==> config.mk <==
export PLATFORM = sky130hd
export DESIGN_NAME = board_render
export DESIGN_NICKNAME = d
export VERILOG_FILES = /design/src/rtl/board_render.sv
export SDC_FILE = /design/constraint.sdc
export NUM_CORES = 1
export LEC_CHECK = 0
export CORE_UTILIZATION = 60
export CTS_CLUSTER_DIAMETER = 100
export DETAILED_ROUTE_END_ITERATION = 8
export DONT_BUFFER_PORTS = 1
export HOLD_SLACK_MARGIN = 0.08
export PLACE_DENSITY = 0.73
export SLEW_MARGIN = 5
export SYNTH_ARGS = -nofsm -noshare
export SYNTH_HDL_FRONTEND = slang
export SYNTH_SLANG_ARGS = --single-unit
==> constraint.sdc <==
create_clock -name clka -period 28.7 [get_ports clka]
set_input_delay 5.74 -clock clka [delete_from_list [all_inputs] [get_ports clka]]
set_output_delay 5.74 -clock clka [all_outputs]
set_load 0.02 [all_outputs]
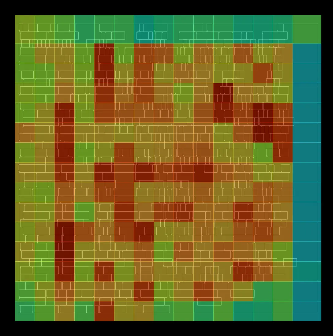
Fig. 1. Routing congestion.
Most Crowded Layer GR: met2
GRT met3 Usage: 5.82%
WL per Instance: 20.2 microns
GRT Total Usage: 28.7%
met2 usage: 48.5%

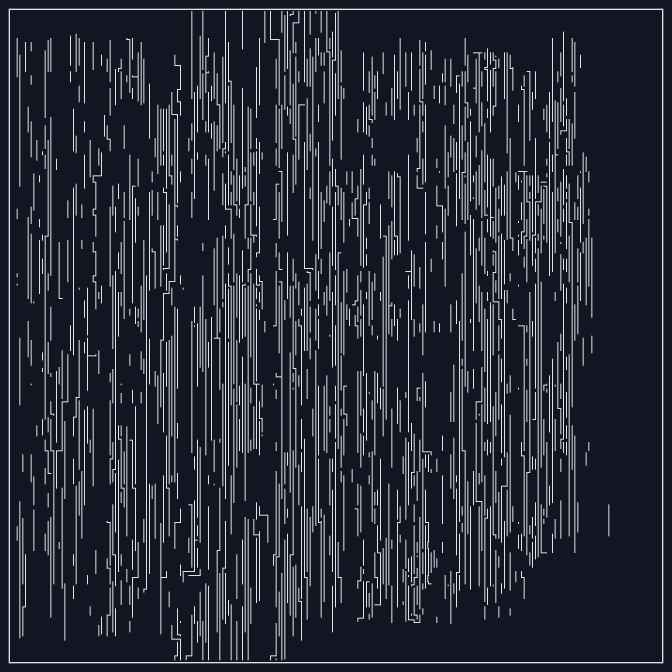
Fig. 2. Metal 2.
longest straight run = 51.2 microns
main direction = vertical
share of all routed wire = 49%
Vias: 4798
WL final: 15.1 mm

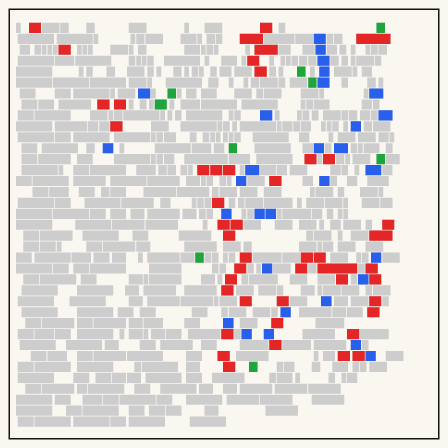
Fig. 3. Logic cells by family.
red -> XOR/XNOR gates  # cells 46, most used xor2_1
green -> AND and OR gates  # cells 9, most used or3_1
blue -> AND-OR and OR-AND gates  # cells 30, most used a21o_1
logic share of the area: 66.7%
fin cells: 748
most used logic cell in the final layout: dfrtn_1

==> impl_metrics.yaml <==
# generated from flow reports
layout:
  fill_cells: 835
  syn2layout_area_growth_pct: 5.98
  lay_top_cells: "dfrtn_1, mux2_2, ha_1"
  final_nets: 735
  drive_gt1_share_pct: 24.0
  final_util_pct: 66.3
  num_antenna_cells: 0
detailed_routing:
  dr.pass1.iters: 4
  drc_errors: 0
  drt_iter0_markers: 280
  wl_met1_mm: 6.33
  highest_layer: "met4"
  route.antenna.remaining_nets: 0
status:
  status: "completed"
synthesis:
  ys_seq_share_pct: 26.4
  ff_type: "dfrtn_1"
  synthesis.nets: 735
  yosysTopAreaCell: "dfrtn_1"
  synth_cell_types: 58
  edf_count: 0
  yosys-top-cells-area: "dfrtn_1, mux4_2, ha_1, mux2_2, mux2i_1"
  netlist_instances: 607
  synth-async-reset-ratio_pct: 100
  synth_flops: 69
  yosysTopAreaCellShare_pct: 26.4
  yosys_cells: 607
clocking:
  cts_num_sinks: 69
  cts_tree: "built"
  numCtsBuffers: 9
  cts-root-buf: "clkbuf_8"
  cts_buffer_depth: 2
  ctsHoldBuffers: 0
  clk_transition_reported_paths_ns: 0.05
sta:
  max-slew-margin-rel_pct: 20.2
  skew_ns: 0.00371
  hold_viol_final: 0
  slew_viol_final: 0
critical_path:
  crit_family: "adder cells"
  startpoint_type: "register"
  r2r_slack_ns: 25.97
  required_ns: 22.96
  crit_slowest_cell: "mux4_2"
  cp.depth: 37
  critPathMaxStageDelay_ns: 0.56
  path_max_fanout: 6
placement:
  dpl.hpwl_mm: 11.7
  gp_congestion: 0.882
job:
  warnings: 39
  drv_cap: 0
floorplanning:
  die_area_sq_um: 11300
  die_x_microns: 106
  initial_utilization_pct: 62.6
  num_io_pins: 69
  core_sq_um: 10500
worst_hold_path:
  hold_depth: 1
grt:
  overflow: 0
  grt_pass1_vias: 5054
## synth_stat cells (18+ instances only)
| cell | n |
|---|---|
| mux4_2 | 40 |
| mux2i_1 | 23 |
| ha_1 | 64 |
| inv_1 | 37 |
| mux2_2 | 66 |
| nand2_1 | 35 |
| a21oi_1 | 38 |
| a21o_1 | 18 |
| xor2_1 | 22 |
| xnor2_1 | 22 |
| nor2_1 | 29 |
| dfrtn_1 | 69 |
## cell type report
class                      count  share of cell area [%]
clock buffer                  12                    2.09
clock inverter                 4                   0.685
inverter                      37                    2.00
multi-input combinational    479                    66.7
sequential                    69                    24.9
tap                          136                    2.45
timing repair buffer          11                    1.19
## kinds of logic (layout without fill, tap and decap cells)
family | count (synthesis) | after routing | share of synthesized area [%]
mux | 129 | 129 | 28.6
simple gates | 125 | 125 | 9.42
compound gates | 107 | 107 | 10.8
fa+ha+maj | 72 | 72 | 14.7
flops | 69 | 69 | 26.4
buf+inv | 59 | 64 | 3.63
xor+xnor | 46 | 46 | 6.50
## metal layers
metal,GRT usage (%),vias to the layer above
met5,0,-
met4,11.8,0
met3,5.82,33
met2,48.5,158
met1,35.9,2352
li1,-,2255
## metrics by stage
stage / hold WS, ns / worst slack [ns]
detailed placement: 0.443 / 0.527
global placement: 0.433 / 0.901
floorplan: 0.415 / 1.19
finish: 0.446 / 0.493
global route: 0.463 / 0.0421
CTS: 0.447 / 0.129
## what timing repair did
| item | CTS | global route |
|---|---|---|
| endpoints found under the hold margin | 0 | 0 |
| setup endpoints to repair | 0 | 4 |
| setup buffers | 0 | 4 |
| gates resized | 0 | 6 |
